==> images/final_congestion.png <==
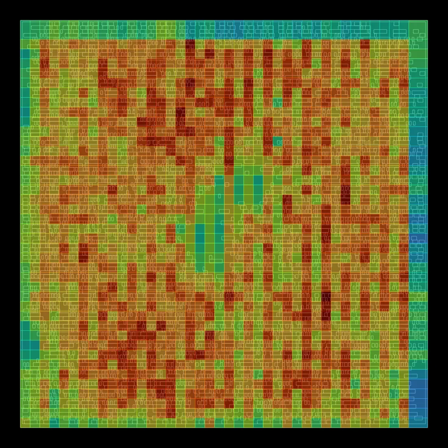
==> images/cell_classes.png <==
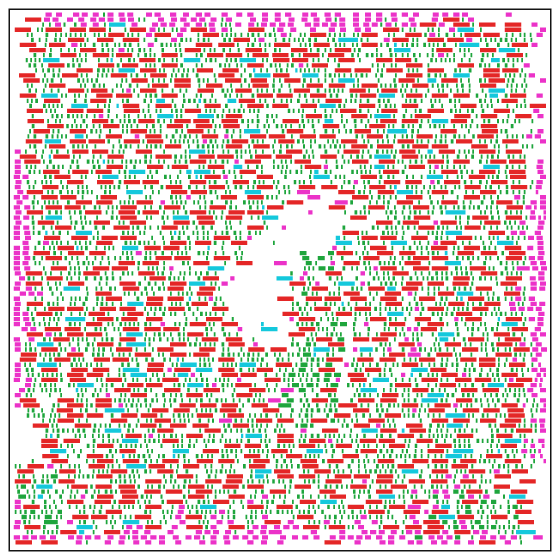
==> images/metal_stack.png <==
Bar = 100 um.
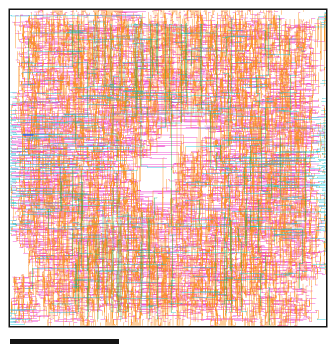
==> images/wire_density.png <==
Bar = 100 um. 29 x 29 tiles, from dark blue (low) to red (high), scaled to the fullest tile. Values are wire area over tile area, all layers added.
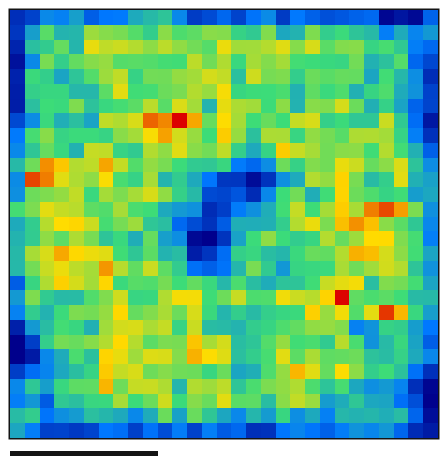
==> images/registers.png <==
Bar = 100 um. Other sequential cells in the stronger grey, the rest of the logic in the fainter grey.
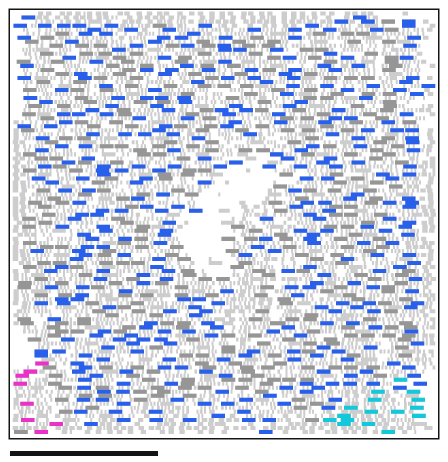
**src/rtl/arf_pkg.sv**
```systemverilog
// arf_pkg: shared constants and buffer state type for the ARF operand loader.
package arf_pkg;
  localparam int N_OPS = 24;
  localparam int IDX_W = 5;
  localparam int COEF_BASE = 16;
  localparam int COEF2_BASE = 20;
  typedef enum logic [1:0] {EMPTY, FILLING, FULL} buf_state_t;
endpackage

```
**src/rtl/arf_frame_buf.sv**
```systemverilog
// arf_frame_buf: one frame register bank, written one word at a time, read flattened.
module arf_frame_buf
  import arf_pkg::*;
#(
  parameter int W = 16
) (
  input  logic                 clk,
  input  logic                 rst_n,
  input  logic                 we,
  input  logic [IDX_W-1:0]     idx,
  input  logic [W-1:0]         wdata,
  output logic [N_OPS*W-1:0]   rdata
);
  logic [N_OPS-1:0][W-1:0] mem_q, mem_d;
  always_comb begin
    mem_d = mem_q;
    if (we && idx < IDX_W'(N_OPS)) mem_d[idx] = wdata;
  end
  always_ff @(posedge clk or negedge rst_n) begin
    if (!rst_n) mem_q <= '0;
    else mem_q <= mem_d;
  end
  assign rdata = mem_q;
endmodule

```
**src/rtl/arf_operand_loader.sv**
```systemverilog
// arf_operand_loader: ping-pong collector of 24-word ARF operand frames with
// valid/ready output, framing-error detection and delivery/error counters.
module arf_operand_loader
  import arf_pkg::*;
#(
  parameter int W = 16,
  parameter int CNT_W = 16
) (
  input  logic                 clk,
  input  logic                 rst_n,
  input  logic                 s_valid,
  output logic                 s_ready,
  input  logic [W-1:0]         s_data,
  input  logic                 s_last,
  output logic                 m_valid,
  input  logic                 m_ready,
  output logic [N_OPS*W-1:0]   m_data,
  output logic                 err,
  output logic [CNT_W-1:0]     frame_cnt,
  output logic [7:0]           err_cnt
);
  buf_state_t st_q [2];
  buf_state_t st_d [2];
  logic wsel_q, wsel_d, rsel_q, rsel_d, err_q, err_d;
  logic [IDX_W-1:0] idx_q, idx_d;
  logic [CNT_W-1:0] fc_q, fc_d;
  logic [7:0] ec_q, ec_d;
  logic [N_OPS*W-1:0] rd0, rd1;
  logic acc, hs, at_end, done, ferr;
  assign s_ready = st_q[wsel_q] != FULL;
  assign m_valid = st_q[rsel_q] == FULL;
  assign m_data = rsel_q ? rd1 : rd0;
  assign acc = s_valid && s_ready;
  assign hs = m_valid && m_ready;
  assign at_end = idx_q == IDX_W'(N_OPS - 1);
  assign done = acc && s_last && at_end;
  assign ferr = acc && (s_last != at_end);
  assign err = err_q;
  assign frame_cnt = fc_q;
  assign err_cnt = ec_q;
  // Read and write sides can never target the same buffer in one cycle:
  // the read side needs FULL, the write side needs not-FULL.
  always_comb begin
    st_d = st_q;
    for (int b = 0; b < 2; b++) begin
      if (hs && rsel_q == 1'(b)) st_d[b] = EMPTY;
      if (acc && wsel_q == 1'(b)) st_d[b] = ferr ? EMPTY : done ? FULL : FILLING;
    end
    idx_d = (done || ferr) ? '0 : acc ? idx_q + 1'b1 : idx_q;
    wsel_d = wsel_q ^ done;
    rsel_d = rsel_q ^ hs;
    err_d = ferr;
    fc_d = fc_q + CNT_W'(hs);
    ec_d = (ferr && ec_q != 8'hff) ? ec_q + 8'd1 : ec_q;
  end
  always_ff @(posedge clk or negedge rst_n) begin
    if (!rst_n) begin
      st_q[0] <= EMPTY;
      st_q[1] <= EMPTY;
      wsel_q <= 1'b0;
      rsel_q <= 1'b0;
      idx_q <= '0;
      err_q <= 1'b0;
      fc_q <= '0;
      ec_q <= '0;
    end else begin
      st_q <= st_d;
      wsel_q <= wsel_d;
      rsel_q <= rsel_d;
      idx_q <= idx_d;
      err_q <= err_d;
      fc_q <= fc_d;
      ec_q <= ec_d;
    end
  end
  arf_frame_buf #(.W(W)) u_buf0 (
    .clk(clk), .rst_n(rst_n), .we(acc && !wsel_q), .idx(idx_q), .wdata(s_data), .rdata(rd0)
  );
  arf_frame_buf #(.W(W)) u_buf1 (
    .clk(clk), .rst_n(rst_n), .we(acc && wsel_q), .idx(idx_q), .wdata(s_data), .rdata(rd1)
  );
endmodule

```
**config.mk**
```make
export PLATFORM = sky130hd
export DESIGN_NAME = arf_operand_loader
export DESIGN_NICKNAME = d
export VERILOG_FILES = /design/src/rtl/arf_pkg.sv /design/src/rtl/arf_frame_buf.sv /design/src/rtl/arf_operand_loader.sv
export SDC_FILE = /design/constraint.sdc
export NUM_CORES = 1
export LEC_CHECK = 0
export ABC_AREA = 1
export CELL_PAD_IN_SITES_DETAIL_PLACEMENT = 1
export CELL_PAD_IN_SITES_GLOBAL_PLACEMENT = 1
export CORE_UTILIZATION = 45
export DETAILED_ROUTE_END_ITERATION = 10
export PLACE_DENSITY_LB_ADDON = 0.2
export SETUP_SLACK_MARGIN = 0.05
export SYNTH_ARGS = -nofsm -noshare
export SYNTH_HDL_FRONTEND = slang
export SYNTH_HIERARCHICAL = 1
export SYNTH_SLANG_ARGS = --single-unit
```
**constraint.sdc**
```tcl
create_clock -name clk -period 5.7 [get_ports clk]
set_clock_uncertainty 0.15 [all_clocks]
set_input_delay 0.855 -clock clk [delete_from_list [all_inputs] [get_ports clk]]
set_output_delay 0.855 -clock clk [all_outputs]
set_load 0.01 [all_outputs]
```
==> impl_metrics.csv <==
group,metric,value,unit
flow_run,warnings,37,
timing,hold_viol,0,
yosys,async_flop_share,100,%
yosys,edf_count,0,
floorplanning,die_h,289,um
drt,via_per_inst,5.59,
final_layout,final_nets,5169,
yosys,ys_cells,4907,
floorplanning,initial_utilization,45.4,%
min_path,min_path_type,"input pin to async pin",
power,p_leak,24.6,nW
place,routabilityCongestion,0.819,
floorplanning,core_region_area,81800,um^2
place,dp_cells,6121,
clock_network,clk_latency,0.64,ns
yosys,ys_chip_area,37200,um^2
yosys,synthFlopType,"dfrtp_1",
timing,drv_slew,0,
yosys,ys.flops,804,
place,port_buffers,431,
floorplanning,die_x,289,um
clock_network,cts-root-buf,"clkbuf_16",
global_routing,overflow,0,
yosys,synth.largest_area_cell,"dfrtp_1",
timing,relSlewSlack,27.5,%
global_routing,first_global_vias,35900,
floorplanning,io_pins,432,
drt,antenna_left,0,
outcome,outcome,"finished, final reports clean",
clock_network,post_cts_resized,0,
setup_path,arrival,3.60,ns
clock_network,clkSinkCount,804,
timing,finalCritPeriodShare,80.9,%
floorplanning,num_rows,105,
clock_network,hold_buffers,0,
final_layout,finalNonFillerCells,6278,
final_layout,antenna_cells,0,
setup_path,path_class,"register to output port",
power,power,14.7,mW
clock_network,clockBufferDepth,3,
clock_network,tritoncts,"done",
clock_network,post-cts-setup-buffer-count,0,
yosys,syn_nets,4934,
power,vdd_drop_max,0.279,mV
clock_network,clk_transition_reported_paths,0.06,ns
setup_path,cp_max_fo,124,
final_layout,drive_gt1_share,5.47,%
place,dp_hpwl,82900,um
Back to the opening pictures, final_congestion.png:
Avg WL per Cell: 22.3 um
GRT Resource Usage Total: 33.2%

Back to the opening pictures, cell_classes.png:
legend:
  clock drivers and dummy loads:
    colour: cyan
    cells: 157
  all other logic:
    colour: green
    cells: 3734
  flops:
    colour: red
    cells: 804
  other buffers and delay cells:
    colour: magenta
    cells: 513

Back to the opening pictures, metal_stack.png:
legend:
  met1:
    colour: magenta
    wire_length: 58.8 mm
  met3:
    colour: cyan
    wire_length: 8500 um
  met2:
    colour: orange
    wire_length: 67.4 mm
  met5:
    colour: blue
    wire_length: 8.30 um
  met4:
    colour: green
    wire_length: 5070 um

Back to the opening pictures, wire_density.png:
nearly empty tiles: 1.0%
emptiest ninth of the die: middle
mean over tiles: 0.27
fullest tile: 0.56
tiles over half the peak: 50%

Back to the opening pictures, registers.png:
legend:
  frame_cnt:
    colour: cyan
    placed_flops: 16
    where: bottom right
  u_buf0/rdata:
    colour: blue
    placed_flops: 384
    where: all over the die
  err_cnt:
    colour: magenta
    placed_flops: 8
    where: bottom left
not coloured: 396

[routing by layer]
layer / vias up / share of wire, % / track usage (%) / wire (um)
met1: 17900 / 42 / 45.0 / 58800
li1: 15800 / - / - / -
met4: 2 / 3.6 / 12.2 / 5070
met3: 266 / 6.1 / 4.54 / 8500
met5: - / 0.0057 / 0 / 8
met2: 1203 / 48 / 54.5 / 67400
[registers in the layout (all words and copies together), names as in the netlist]
| name | flops |
|---|---|
| err | 1 |
| err_cnt | 8 |
| frame_cnt | 16 |
| idx_q | 5 |
| rsel_q | 1 |
| st_q | 4 |
| u_buf0/rdata | 384 |
| u_buf1/rdata | 384 |
| wsel_q | 1 |
[placed cells by master, fill, tap and decap left out, types with 2 or more instances in the layout]
cell type	count
nand2_1	2803
dfrtp_1	803
nand3_1	797
clkdlybuf4s50_1	414
clkbuf_16	91
buf_4	71
inv_1	35
clkbuf_1	19
nor2_4	18
buf_2	16
xor2_1	14
clkinv_2	14
bufinv_16	12
clkbuf_8	12
buf_12	11
nor2_1	10
inv_2	7
nor3_2	7
nand2_2	6
o21ai_0	6
ha_1	6
nand2_4	4
inv_6	4
nor3_1	3
o21ai_1	3
xnor2_1	3
a21oi_1	2
nand4_1	2
clkinv_8	2
clkinvlp_4	2
[worst paths after layout]
check	slack (ns)	start	cells after the start	endpoint
max reg2reg	2.08	rsel_q$_DFF_PN0_	10	frame_cnt[14]$_DFF_PN0_
min reg2reg	0.32	u_buf1/rdata[185]$_DFFE_PN0P_	2	u_buf1/rdata[185]$_DFFE_PN0P_
min in group clk	0.32	u_buf1/rdata[185]$_DFFE_PN0P_	2	u_buf1/rdata[185]$_DFFE_PN0P_
max	1.09	rsel_q$_DFF_PN0_	5	m_data[356]
min	0.1	rst_n	1	frame_cnt[15]$_DFF_PN0_
max in group asynchronous	3.87	rst_n	2	u_buf1/rdata[158]$_DFFE_PN0P_
[cells in the mapped netlist, types with 7 or more instances]
master / number
nor2_1: 26
nor3_1: 7
dfrtp_1: 804
inv_2: 8
inv_1: 35
clkbuf_1: 91
nand2_1: 2803
buf_6: 12
xor2_1: 14
buf_1: 60
buf_2: 204
nand3_1: 797
[power breakdown]
group / switching (mW) / internal (mW)
combinational: 1.36 / 0.754
clock: 2.47 / 3.63
sequential: 0.297 / 6.17
total: 4.12 / 10.6
[cell type report]
class	instances	area, um^2	share of cell area [%]
Tap cell	1070	1340	2.98
Multi-Input combinational cell	3690	15300	34.0
Inverter	44	173	0.384
Clock buffer	122	2510	5.59
Timing Repair Buffer	513	4990	11.1
Sequential cell	804	20100	44.8
Clock inverter	35	533	1.19
[kinds of logic after synthesis]
kind of cell             count (synthesis)  synth area share (%)
AND/OR/NAND/NOR                       3655                  40.0
flip-flops                             804                  54.1
buffers and inverters                  413                  5.12
XOR/XNOR                                17                 0.401
AND-OR/OR-AND                           12                 0.168
adder cells (fa/ha/maj)                  6                 0.202
[worst max-delay path, stage by stage, from the launching register on]
cell and delay, ns:
dfrtp_4 0.74, inv_8 0.70, buf_4 0.54, nand2_1 0.10, nand2_1 0.16, clkdlybuf4s50_1 0.57
Power and IR drop assume default switching activity.
